## src/rtl/iob_wb_bridge.sv

```systemverilog
// IOb manager port to classic single-transfer Wishbone manager, with a bounded
// ack wait so a silent target terminates as an error instead of hanging the bus.
module iob_wb_bridge #(
   parameter int                ADDR_W    = 5,
   parameter int                DATA_W    = 32,
   parameter int                TIMEOUT_W = 4,
   parameter logic [DATA_W-1:0] ERR_DATA  = DATA_W'(32'hDEADBEEF)
) (
   input  logic                clk_i,
   input  logic                cke_i,
   input  logic                rst_i,
   input  logic                iob_valid_i,
   input  logic [ADDR_W-1:0]   iob_addr_i,
   input  logic [DATA_W-1:0]   iob_wdata_i,
   input  logic [DATA_W/8-1:0] iob_wstrb_i,
   output logic                iob_ready_o,
   output logic                iob_rvalid_o,
   output logic [DATA_W-1:0]   iob_rdata_o,
   output logic                wb_cyc_o,
   output logic                wb_stb_o,
   output logic                wb_we_o,
   output logic [ADDR_W-1:0]   wb_adr_o,
   output logic [DATA_W/8-1:0] wb_sel_o,
   output logic [DATA_W-1:0]   wb_dat_o,
   input  logic [DATA_W-1:0]   wb_dat_i,
   input  logic                wb_ack_i,
   input  logic                wb_err_i,
   output logic                err_o
);

   typedef enum logic [1:0] {IDLE, BUS, RESP} state_t;

   // Terminal count is checked one early so the counter "reaches" all-ones on
   // the edge that ends the cycle: stb stays high for exactly 2**TIMEOUT_W-1 cycles.
   localparam logic [TIMEOUT_W-1:0] CNT_LAST = TIMEOUT_W'((2**TIMEOUT_W) - 2);

   state_t               state, state_n;
   logic [TIMEOUT_W-1:0] cnt;
   logic                 accept, ack_done, err_done;

   assign iob_ready_o = (state == IDLE);

   always_comb begin
      state_n  = state;
      accept   = 1'b0;
      ack_done = 1'b0;
      err_done = 1'b0;
      case (state)
         IDLE: if (iob_valid_i) begin
            accept  = 1'b1;
            state_n = BUS;
         end
         BUS: begin
            // err beats ack; ack beats the timeout terminal count
            if (wb_err_i) begin
               err_done = 1'b1;
               state_n  = RESP;
            end else if (wb_ack_i) begin
               ack_done = 1'b1;
               state_n  = RESP;
            end else if (cnt == CNT_LAST) begin
               err_done = 1'b1;
               state_n  = RESP;
            end
         end
         RESP:    state_n = IDLE;
         default: state_n = IDLE;
      endcase
   end

   always_ff @(posedge clk_i) begin
      if (rst_i) state <= IDLE;
      else if (cke_i) state <= state_n;
   end

   always_ff @(posedge clk_i) begin
      if (rst_i) begin
         cnt          <= '0;
         iob_rvalid_o <= 1'b0;
         iob_rdata_o  <= '0;
         wb_cyc_o     <= 1'b0;
         wb_stb_o     <= 1'b0;
         wb_we_o      <= 1'b0;
         wb_adr_o     <= '0;
         wb_sel_o     <= '0;
         wb_dat_o     <= '0;
         err_o        <= 1'b0;
      end else if (cke_i) begin
         err_o        <= err_done;
         iob_rvalid_o <= (ack_done | err_done) & ~wb_we_o;
         if (state == BUS) cnt <= cnt + 1'b1;
         if (accept) begin
            cnt      <= '0;
            wb_cyc_o <= 1'b1;
            wb_stb_o <= 1'b1;
            wb_we_o  <= |iob_wstrb_i;
            wb_adr_o <= iob_addr_i;
            wb_dat_o <= iob_wdata_i;
            wb_sel_o <= (|iob_wstrb_i) ? iob_wstrb_i : '1;
         end
         if (ack_done | err_done) begin
            wb_cyc_o <= 1'b0;
            wb_stb_o <= 1'b0;
            if (!wb_we_o) iob_rdata_o <= err_done ? ERR_DATA : wb_dat_i;
         end
      end
   end

endmodule

```

## config.mk

```make
export PLATFORM = sky130hd
export DESIGN_NAME = iob_wb_bridge
export DESIGN_NICKNAME = d
export VERILOG_FILES = /design/src/rtl/iob_wb_bridge.sv
export SDC_FILE = /design/constraint.sdc
export NUM_CORES = 1
export LEC_CHECK = 0
export CELL_PAD_IN_SITES_DETAIL_PLACEMENT = 1
export CELL_PAD_IN_SITES_GLOBAL_PLACEMENT = 2
export CORE_UTILIZATION = 23
export DETAILED_ROUTE_END_ITERATION = 16
export PLACE_DENSITY_LB_ADDON = 0.3
export SLEW_MARGIN = 0
export SYNTH_ARGS = -nofsm -noshare
export SYNTH_HDL_FRONTEND = slang
export SYNTH_SLANG_ARGS = --single-unit
```

## constraint.sdc

```tcl
create_clock -name clk_i -period 5.5 [get_ports clk_i]
set_clock_uncertainty 0.2 [all_clocks]
set_input_delay 0.55 -clock clk_i [delete_from_list [all_inputs] [get_ports clk_i]]
set_output_delay 0.55 -clock clk_i [all_outputs]
set_load 0.1 [all_outputs]
```

**I/O nets highlighted**

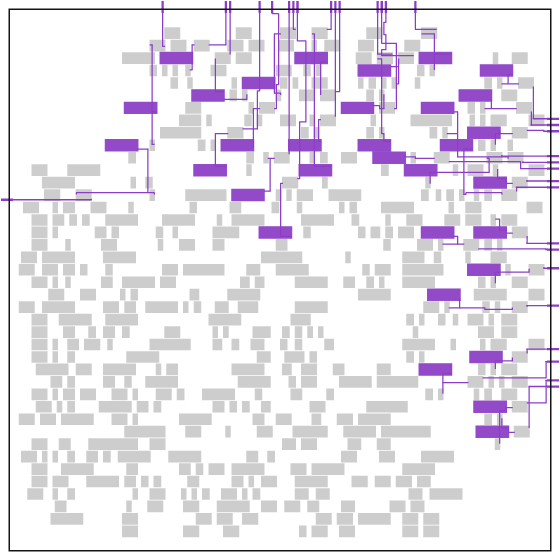
Key: `wb_dat_o` = purple [bits 32, direction output, end cells 32, buffers 32, wire 836 µm]
I/O pin count: 158
Port Buffers: 157

**Clock network drawn from the DEF**

Bar = 20 µm.
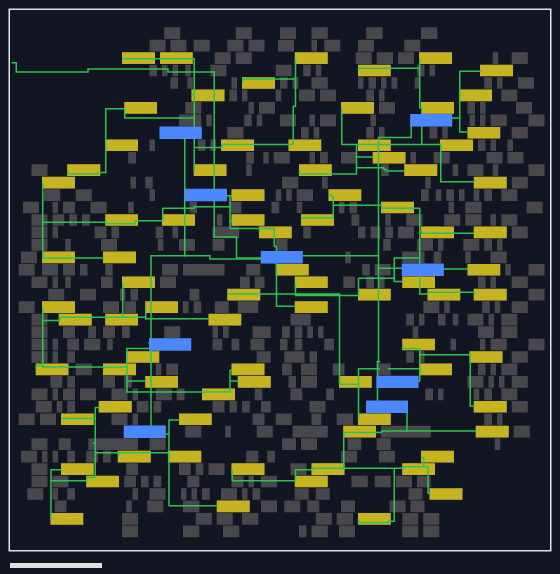
Key: clock drivers = blue [count 9]; clock wires = green [length 1280 µm]; flip-flops = yellow [count 83]
Position of the flops: all over the die. There are 10 routed clock nets.
clock group share of total power: 39.6%
Clk. pwr: 0.667 mW

==> run summary <==
The flow completed. Ratio of total power to cell area landed at around 330 nW/µm². Across all checked pins, the minimum headroom to the slew limit is between 30% and 40%. Looking at the reg2reg group, the worst path starts from cnt[0]. Post-synthesis to final-layout area growth landed at 66.0%.

For this run, the number of standard cells in the final layout without fillers is 680. The worst setup path is captured at an output port. Count of library flops with an enable pin landed at 0. Number of failing hold endpoints at the final stage landed at 0. Setup repair after global routing left no endpoint under its margin.

Post-detailed-placement half-perimeter wirelength landed at 6.69 mm. Number of diodes landed at 0. Count of warning messages emitted by the tools landed at 27. Overall routing resource usage landed at 14.9%. Signal nets in the final route climb as high as met4. Chip width landed at 118 µm. Post-CTS repair timing setup buffer count landed at 0.

Of the cells placed in the final design, the portion with a size suffix greater than 1 is 5.51%. Final routed DRC violation total landed at 0. The flow ran to the end, and the final reports show no timing, DRC or antenna violations. Final weighted congestion in routability-driven placement landed at between 0.7 and 0.8.

Final tally of max-slew violations landed at 0. For this run, the detailed router reports a per-instance via density of 4.37. Wire segments on met2 add up to approximately 4.6 mm in the final route. After technology mapping, the gate count stands at 358. The post-synth register bit count is 83. Upper clock frequency limit landed at 355 MHz. Global-route wire length before repair landed at 16.5 mm.

The launch point of the worst min-delay path is recorded as wb_dat_o[1]. Number of placement rows landed at 41. Count of routing violations after the opening detailed-route iteration landed at about 190. After global routing the overflow that remains totals 0. According to the floorplan report, the placeable core area is 12900 µm². Summing over every cut layer, the via total after detailed routing is 2973. Actual transition at the worst max-transition pin landed at roughly 1 ns. The worst setup path is launched from a register. Post-synthesis async set-or-reset flop share landed at 0%. CTS clock-pin slew for the worst setup and hold paths landed at approximately 0.06 ns. Data arrives at the worst endpoint at roughly 2.1 ns. Number of failing setup endpoints in the final timing report landed at 0. Total standard cell area after synthesis landed at about 3000 µm².

Initial antenna violation count landed at 0. The first detailed-routing pass ran for 4 iterations. The power report shows net switching accounting for 31.1% of the total. In the synthesized netlist, the cells that appear most often are sky130_fd_sc_hd__dfxtp_1 (83), sky130_fd_sc_hd__nand2_1 (75), sky130_fd_sc_hd__a21oi_1 (66). The chip area line in the Yosys stat output reads 3090 µm².

H-tree level count landed at 3. Combinational logic is responsible for approximately 22% of the overall power. Summed over all nets, wire length on met3 after detailed routing comes to 765 µm. STA reports a reg2reg setup slack of 3.42 ns. Per the synth stats, the flop cell with the highest instance count is sky130_fd_sc_hd__dfxtp_1. Entering global routing, the biggest net connects 78 pins. Count of different cell masters after synthesis landed at 33. TritonCTS built the clock tree. Number of nets with antenna violations after routing landed at 0. Average instance area after synthesis landed at 8.64 µm².

Number of instances resized during post-cts repair landed at 0. Total die size landed at ~14000 µm². Placed instance count landed at 665. Final-stage net count landed at roughly 590. Of the synthesized area, sequential elements account for 53.7%. According to the hold report, the worst path is of the register to register type.

Maximum clock path buffer count landed at 2. Vertical die size landed at ~120 µm. Number of global-route vias before repair landed at roughly 3.1k. The tree is rooted in a sky130_fd_sc_hd__clkbuf_16. After layout, the worst path uses 51.2% of the clock period.
**Clock wiring as the flow saved it**

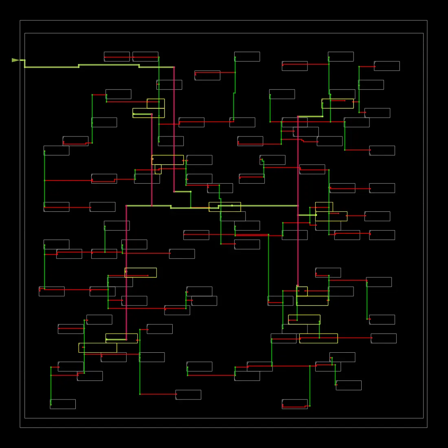
final sequential cell count: 83
TritonCTS buffer count: 9
CTS sink count: 83
number of clock buffers in the layout: 11
Worst-Skew Late Latency: 0.33 ns

-- cell families (layout without fill, tap and decap cells) --
kind of cell,after synthesis,after routing,synth area share [%]
AND/OR/NAND/NOR,114,114,17.4
AND-OR/OR-AND,106,106,20.6
flip-flops,83,83,53.7
buffers and inverters,52,202,7.12
adder cells (fa/ha/maj),2,2,0.809
XOR/XNOR,1,1,0.283
-- registers in the layout (all words and copies together) (netlist names) --
signal,flops
iob_rdata_o,32
err_o,1
state,2
wb_sel_o,4
iob_rvalid_o,1
cnt,4
wb_stb_o,1
wb_adr_o,5
wb_we_o,1
wb_dat_o,32
-- per-layer routing --
metal / global-route usage, % / vias up
met5: 0 / -
met4: 6.41 / 0
met3: 5.38 / 14
met2: 24.0 / 96
met1: 17.9 / 1358
li1: - / 1505
-- final cells by class --
class,instances,area [µm²]
well taps,172,215
repair buffers,162,1600
flip-flops and latches,83,1660
multi-input cells,223,1230
clock buffers,11,253
inverters,25,93.8
fillers,1460,7740
clock inverters,4,73.8
-- per-stage QoR --
stage / power [mW] / cell area (µm²) / hold slack [ns] / utilization (%) / worst slack, ns
after floorplan: 0.906 / 3090 / 0.274 / - / 3.12
after detailed placement: 1.03 / 4800 / 0.248 / 37.3 / 2.72
after CTS: 1.71 / 5130 / 0.257 / 39.9 / 2.66
final: 1.69 / 5130 / 0.254 / 39.9 / 2.68
after global routing: 1.76 / 5130 / 0.278 / 39.9 / 2.59
after global placement: 1.03 / 4800 / 0.240 / 37.3 / 2.78
-- power by group through the flow --
stage               registers, mW  logic (mW)  clock network (mW)
floorplan                   0.830      0.0752                   0
global placement            0.656       0.376                   0
detailed placement          0.657       0.377                   0
CTS                         0.644       0.379               0.691
global route                0.647       0.394               0.716
finish                      0.644       0.375               0.667
-- path summary, 6_finish.rpt --
kind	end	cells past startpoint
hold / removal	wb_dat_o[1]	2
setup / recovery	iob_ready_o	2
hold reg to reg	wb_dat_o[1]	2
setup reg to reg	iob_rdata_o[14]	6
-- cell usage in the layout, fill, tap and decap left out, types with 3 or more instances in the layout --
master	count
sky130_fd_sc_hd__inv_1	25
sky130_fd_sc_hd__buf_4	5
sky130_fd_sc_hd__a21oi_1	66
sky130_fd_sc_hd__clkdlybuf4s50_1	156
sky130_fd_sc_hd__nand2_1	75
sky130_fd_sc_hd__nand2b_1	4
sky130_fd_sc_hd__a22o_1	8
sky130_fd_sc_hd__nand3_1	3
sky130_fd_sc_hd__clkbuf_16	9
sky130_fd_sc_hd__a211oi_1	27
sky130_fd_sc_hd__nor2_1	9
sky130_fd_sc_hd__dfxtp_1	83
sky130_fd_sc_hd__nor3_1	9
-- critical path, stage by stage, from the launching register on --
cell and delay (ns):
sky130_fd_sc_hd__dfxtp_1 0.41, sky130_fd_sc_hd__nor2_1 0.15, sky130_fd_sc_hd__clkdlybuf4s50_1 1.17
Power figures rest on the tool's default switching activity, not on a simulated workload.
